--- src/rtl/divider_unit.sv ---
`default_nettype none
// ============================================================================
// Module      : divider_unit
// Description : Iterative 32-bit integer divider with RISC-V DIV/DIVU/REM/REMU
//               semantics. A one-cycle start pulse launches a restoring
//               shift-subtract division (one quotient bit per cycle, MSB
//               first). ready is high when the block is idle and q/r/flags
//               hold the result of the last operation.
//
// Ports       : clk         - rising-edge clock
//               nrst        - synchronous reset, ACTIVE-HIGH despite its name
//               en          - start pulse, accepted only while idle
//               is_signed   - 1: two's-complement operands, 0: unsigned
//               a, b        - dividend / divisor, sampled with en
//               q, r        - quotient / remainder
//               ready       - idle, results valid
//               div_by_zero - last operation had b == 0
//               overflow    - last operation was signed INT_MIN / -1
//
// Revision    : 1.0 - initial release
// ============================================================================
module divider_unit (
    input  logic        clk,
    input  logic        nrst,
    input  logic        en,
    input  logic        is_signed,
    input  logic [31:0] a,
    input  logic [31:0] b,
    output logic [31:0] q,
    output logic [31:0] r,
    output logic        ready,
    output logic        div_by_zero,
    output logic        overflow
);

    localparam logic [31:0] c_INT_MIN   = 32'h8000_0000;
    localparam logic [31:0] c_ALL_ONES  = 32'hFFFF_FFFF;
    localparam logic [4:0]  c_LAST_ITER = 5'd31;

    typedef enum logic [1:0] {
        S_IDLE = 2'd0,
        S_BUSY = 2'd1,
        S_FIX  = 2'd2
    } state_t;

    state_t      r_state;
    state_t      w_state_next;

    // Operand capture
    logic [31:0] r_a_raw;       // raw dividend, returned as r on divide-by-zero
    logic [31:0] r_b_raw;
    logic        r_signed;
    logic        r_neg_q;       // operand signs differ (signed mode)
    logic        r_neg_r;       // dividend negative (signed mode)

    // Iteration state: r_dvd starts as the dividend magnitude and fills up
    // with quotient bits from the right as dividend bits shift out the left.
    logic [31:0] r_dvd;
    logic [31:0] r_dvs;
    logic [31:0] r_rem;
    logic [4:0]  r_count;

    // Result registers
    logic [31:0] r_q;
    logic [31:0] r_r;
    logic        r_dbz;
    logic        r_ovf;

    // Control strobes from the FSM
    logic        w_accept;
    logic        w_do_dbz;
    logic        w_do_ovf;
    logic        w_iter;
    logic        w_fix;

    // Datapath wires
    logic [31:0] w_a_mag;
    logic [31:0] w_b_mag;
    logic        w_b_zero;
    logic        w_ovf_case;
    logic [32:0] w_shifted;
    logic [31:0] w_diff;
    logic        w_qbit;
    logic [31:0] w_rem_next;

    assign w_a_mag = (is_signed && a[31]) ? (~a + 32'd1) : a;
    assign w_b_mag = (is_signed && b[31]) ? (~b + 32'd1) : b;

    assign w_b_zero   = (r_b_raw == 32'd0);
    assign w_ovf_case = r_signed && (r_a_raw == c_INT_MIN) && (r_b_raw == c_ALL_ONES);

    // 33-bit partial remainder: previous remainder shifted left with the next
    // dividend bit appended. When the subtraction succeeds the true difference
    // is below the divisor, so its low 32 bits are exact.
    assign w_shifted  = {r_rem, r_dvd[31]};
    assign w_qbit     = (w_shifted >= {1'b0, r_dvs});
    assign w_diff     = w_shifted[31:0] - r_dvs;
    assign w_rem_next = w_qbit ? w_diff : w_shifted[31:0];

    // ------------------------------------------------------------------
    // FSM state register
    // ------------------------------------------------------------------
    always_ff @(posedge clk) begin
        if (nrst) begin
            r_state <= S_IDLE;
        end else begin
            r_state <= w_state_next;
        end
    end

    // ------------------------------------------------------------------
    // FSM next-state and control strobes
    // ------------------------------------------------------------------
    always_comb begin
        w_state_next = r_state;
        w_accept     = 1'b0;
        w_do_dbz     = 1'b0;
        w_do_ovf     = 1'b0;
        w_iter       = 1'b0;
        w_fix        = 1'b0;
        case (r_state)
            S_IDLE: begin
                if (en) begin
                    w_accept     = 1'b1;
                    w_state_next = S_BUSY;
                end
            end
            S_BUSY: begin
                // Special cases can only be seen on the first BUSY edge,
                // because they send the block straight back to IDLE.
                if (w_b_zero) begin
                    w_do_dbz     = 1'b1;
                    w_state_next = S_IDLE;
                end else if (w_ovf_case) begin
                    w_do_ovf     = 1'b1;
                    w_state_next = S_IDLE;
                end else begin
                    w_iter = 1'b1;
                    if (r_count == c_LAST_ITER) begin
                        w_state_next = S_FIX;
                    end
                end
            end
            S_FIX: begin
                w_fix        = 1'b1;
                w_state_next = S_IDLE;
            end
            default: begin
                w_state_next = S_IDLE;
            end
        endcase
    end

    // ------------------------------------------------------------------
    // Datapath
    // ------------------------------------------------------------------
    always_ff @(posedge clk) begin
        if (nrst) begin
            r_a_raw  <= 32'd0;
            r_b_raw  <= 32'd0;
            r_signed <= 1'b0;
            r_neg_q  <= 1'b0;
            r_neg_r  <= 1'b0;
            r_dvd    <= 32'd0;
            r_dvs    <= 32'd0;
            r_rem    <= 32'd0;
            r_count  <= 5'd0;
            r_q      <= 32'd0;
            r_r      <= 32'd0;
            r_dbz    <= 1'b0;
            r_ovf    <= 1'b0;
        end else begin
            if (w_accept) begin
                r_a_raw  <= a;
                r_b_raw  <= b;
                r_signed <= is_signed;
                r_neg_q  <= is_signed && (a[31] ^ b[31]);
                r_neg_r  <= is_signed && a[31];
                r_dvd    <= w_a_mag;
                r_dvs    <= w_b_mag;
                r_rem    <= 32'd0;
                r_count  <= 5'd0;
                r_dbz    <= 1'b0;
                r_ovf    <= 1'b0;
            end

            if (w_do_dbz) begin
                r_q   <= c_ALL_ONES;
                r_r   <= r_a_raw;
                r_dbz <= 1'b1;
            end

            if (w_do_ovf) begin
                r_q   <= c_INT_MIN;
                r_r   <= 32'd0;
                r_ovf <= 1'b1;
            end

            if (w_iter) begin
                r_rem   <= w_rem_next;
                r_dvd   <= {r_dvd[30:0], w_qbit};
                r_count <= r_count + 5'd1;
            end

            if (w_fix) begin
                r_q <= r_neg_q ? (~r_dvd + 32'd1) : r_dvd;
                r_r <= r_neg_r ? (~r_rem + 32'd1) : r_rem;
            end
        end
    end

    assign q           = r_q;
    assign r           = r_r;
    assign ready       = (r_state == S_IDLE);
    assign div_by_zero = r_dbz;
    assign overflow    = r_ovf;

endmodule
`default_nettype wire

--- config.mk ---
export PLATFORM = sky130hd
export DESIGN_NAME = divider_unit
export DESIGN_NICKNAME = d
export VERILOG_FILES = /design/src/rtl/divider_unit.sv
export SDC_FILE = /design/constraint.sdc
export NUM_CORES = 1
export LEC_CHECK = 0
export ABC_AREA = 1
export ABC_CLOCK_PERIOD_IN_PS = 4550
export CAP_MARGIN = 40
export CELL_PAD_IN_SITES_DETAIL_PLACEMENT = 0
export CELL_PAD_IN_SITES_GLOBAL_PLACEMENT = 1
export CORE_MARGIN = 1.5
export CORE_UTILIZATION = 44
export DETAILED_ROUTE_END_ITERATION = 12
export MAX_ROUTING_LAYER = met4
export PLACE_DENSITY = 0.84
export RECOVER_POWER = 50
export SETUP_SLACK_MARGIN = 0.4
export SYNTH_ARGS = -nofsm -noshare
export SYNTH_HDL_FRONTEND = slang
export SYNTH_SLANG_ARGS = --single-unit
export TNS_END_PERCENT = 1
--- constraint.sdc ---
create_clock -name clk -period 4.55 [get_ports clk]
set_input_delay 0.455 -clock clk [delete_from_list [all_inputs] [get_ports clk]]
set_output_delay 0.455 -clock clk [all_outputs]
set_load 0.02 [all_outputs]
Figure 1. Signal wires on met3.
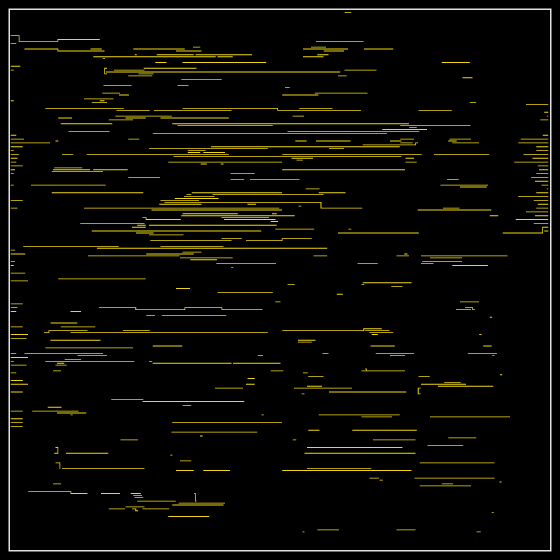
283 nets have wire on it. The layer carries 4570 um of wire. The layer holds 8.0% of the routed length. The longest straight run is 83.7 um. The wires run mostly horizontal.

Figure 2. Routing congestion.
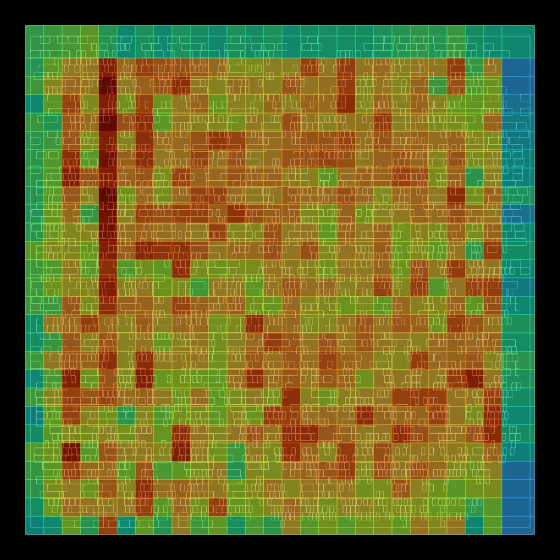
end-of-flow core utilization: 52.0%
global route hottest layer: met1
grt met3 use: 3.60%

Figure 3. Sequential cells colored by netlist name.
Scale bar: 50 um.
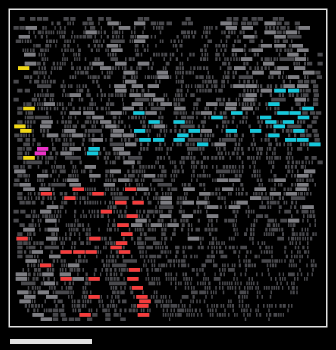
Key: yellow = `r_count` [sequential cells 5]; magenta = `r_state` [sequential cells 2]; cyan = `r` [sequential cells 32]; red = `r_dvs` [sequential cells 31]

Figure 4. Met2 routing.
Scale bar: 50 um.
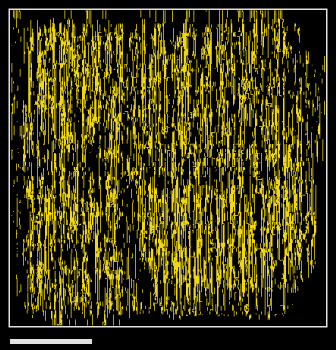
The longest straight run is 62.9 um. 2144 nets have wire on it. The layer carries 23.6 mm of wire. The layer holds 41% of the routed length.
sum of routed wire length over all layers: 57300 um
global routing usage on met2: 45.1%

==> run summary <==
Notes on the physical implementation.

- The worst endpoint required time is between 5000 and 6000 ps, for reference.
- The top-area cell type share of the netlist area is between 30% and 40%, for reference.
- The count of state elements after synthesis is 235, for reference.
- The flip-flop and latch area is 4700 um^2, for reference.
- Hold-check failures listed in the final report amount to 0.
- The die is 192 um wide.
- The via count of the first global-routing pass is 15300, for reference.
- The flow ran to the end, but the final reports show violations.
- The max-slew violation count is between 200 and 300, for reference.
- The biggest fanout along the worst timing path is ~86, for reference.
- 0 antenna diodes ended up in the layout.
- Of the synthesized area, sequential elements account for 30.0%.
- The post-cts resize count is 0, for reference.
- The worst hold path terminates at r_count[4]$_SDFFE_PP0P_.
- The full die area is 36700 um^2, for reference.
- The number of synthesized flops with an enable pin is 0, for reference.
- The checks that failed: max-capacitance violations, max-slew violations.
- Among all flip-flop cells after synthesis, the most frequent one is sky130_fd_sc_hd__dfxtp_1.
- The reported max-cap violation count is 3, for reference.
- Per the summary, power density relative to cell area is 618 nW/um^2.
- Post-CTS timing repair inserted 0 buffers for setup.
- The number of logic gates is 1861, for reference.
- The setup check on the worst reg-to-reg path leaves a slack of 1130 ps.
- For the worst flop-to-flop path, the logic depth is 8.
- A synthesized cell averages 6.05 um^2.
[kinds of logic after synthesis]
| kind of cell | after synthesis | synth area share (%) |
|---|---|---|
| simple gates | 1319 | 36.2 |
| xor+xnor | 47 | 2.63 |
| buf+inv | 492 | 12.3 |
| compound gates | 456 | 15.7 |
| fa+ha+maj | 39 | 3.16 |
| flops | 235 | 30.0 |
[power breakdown]
group	total, W	internal, W	switching [W]
Sequential	0.00262	0.00229	0.000328
Clock	0.00209	0.00118	0.000903
Combinational	0.00646	0.00201	0.00445
[worst max-delay path, delay by kind of cell, from the launching register on]
family | cells | cell delay [ps]
buffers and inverters | 3 | 1910
DFF | 1 | 350
and+or+nand+nor | 5 | 1060
[synth_stat cells, types with 2 or more instances]
cell,count
sky130_fd_sc_hd__a21o_1,4
sky130_fd_sc_hd__buf_6,3
sky130_fd_sc_hd__nand2_2,5
sky130_fd_sc_hd__ha_1,38
sky130_fd_sc_hd__nand2_1,651
sky130_fd_sc_hd__nor2_1,268
sky130_fd_sc_hd__and2_1,7
sky130_fd_sc_hd__nor2_2,5
sky130_fd_sc_hd__nor4_1,9
sky130_fd_sc_hd__a211oi_1,10
sky130_fd_sc_hd__xnor2_1,7
sky130_fd_sc_hd__inv_1,369
sky130_fd_sc_hd__nand3_1,226
sky130_fd_sc_hd__nand3b_1,15
sky130_fd_sc_hd__nand3_2,2
sky130_fd_sc_hd__a22oi_1,4
sky130_fd_sc_hd__buf_4,5
sky130_fd_sc_hd__a21oi_1,194
sky130_fd_sc_hd__xor2_1,40
sky130_fd_sc_hd__dfxtp_1,235
sky130_fd_sc_hd__buf_2,27
sky130_fd_sc_hd__nor3_2,3
sky130_fd_sc_hd__or2_1,2
sky130_fd_sc_hd__o21ai_1,27
sky130_fd_sc_hd__o221ai_1,4
sky130_fd_sc_hd__o22ai_1,2
sky130_fd_sc_hd__o21ai_2,2
sky130_fd_sc_hd__o21ai_0,157
sky130_fd_sc_hd__inv_2,10
sky130_fd_sc_hd__a31oi_1,22
sky130_fd_sc_hd__nor3_1,49
sky130_fd_sc_hd__or2_2,6
sky130_fd_sc_hd__o211ai_1,24
sky130_fd_sc_hd__clkbuf_1,62
sky130_fd_sc_hd__buf_1,16
sky130_fd_sc_hd__nand4_1,65
sky130_fd_sc_hd__nor2_4,2
sky130_fd_sc_hd__o21a_1,3
[per-stage QoR]
stage,util (%),cell area [um^2],setup WS [ps]
after CTS,52.1,18100,1640
after global routing,52.0,18100,756
final,52.0,18100,1130
after floorplan,-,15700,2610
after global placement,49.5,17200,1660
after detailed placement,49.7,17300,1610
[worst max path at each step]
| stage | slack, ps | depth (start not counted) | end |
|---|---|---|---|
| after global routing | 760 | 8 | r_dvs[21]$_SDFFE_PP0P_ |
| after floorplan | 2610 | 12 | r_rem[7]$_SDFFE_PP0P_ |
| after global placement | 1660 | 11 | r_dvs[25]$_SDFFE_PP0P_ |
| after detailed placement | 1610 | 11 | r_dvs[23]$_SDFFE_PP0P_ |
| final | 1130 | 8 | r_dvd[27]$_SDFFE_PP0P_ |
| after CTS | 1640 | 13 | r_rem[24]$_SDFFE_PP0P_ |
No activity file was given, so power comes from the tool's default toggle rates.
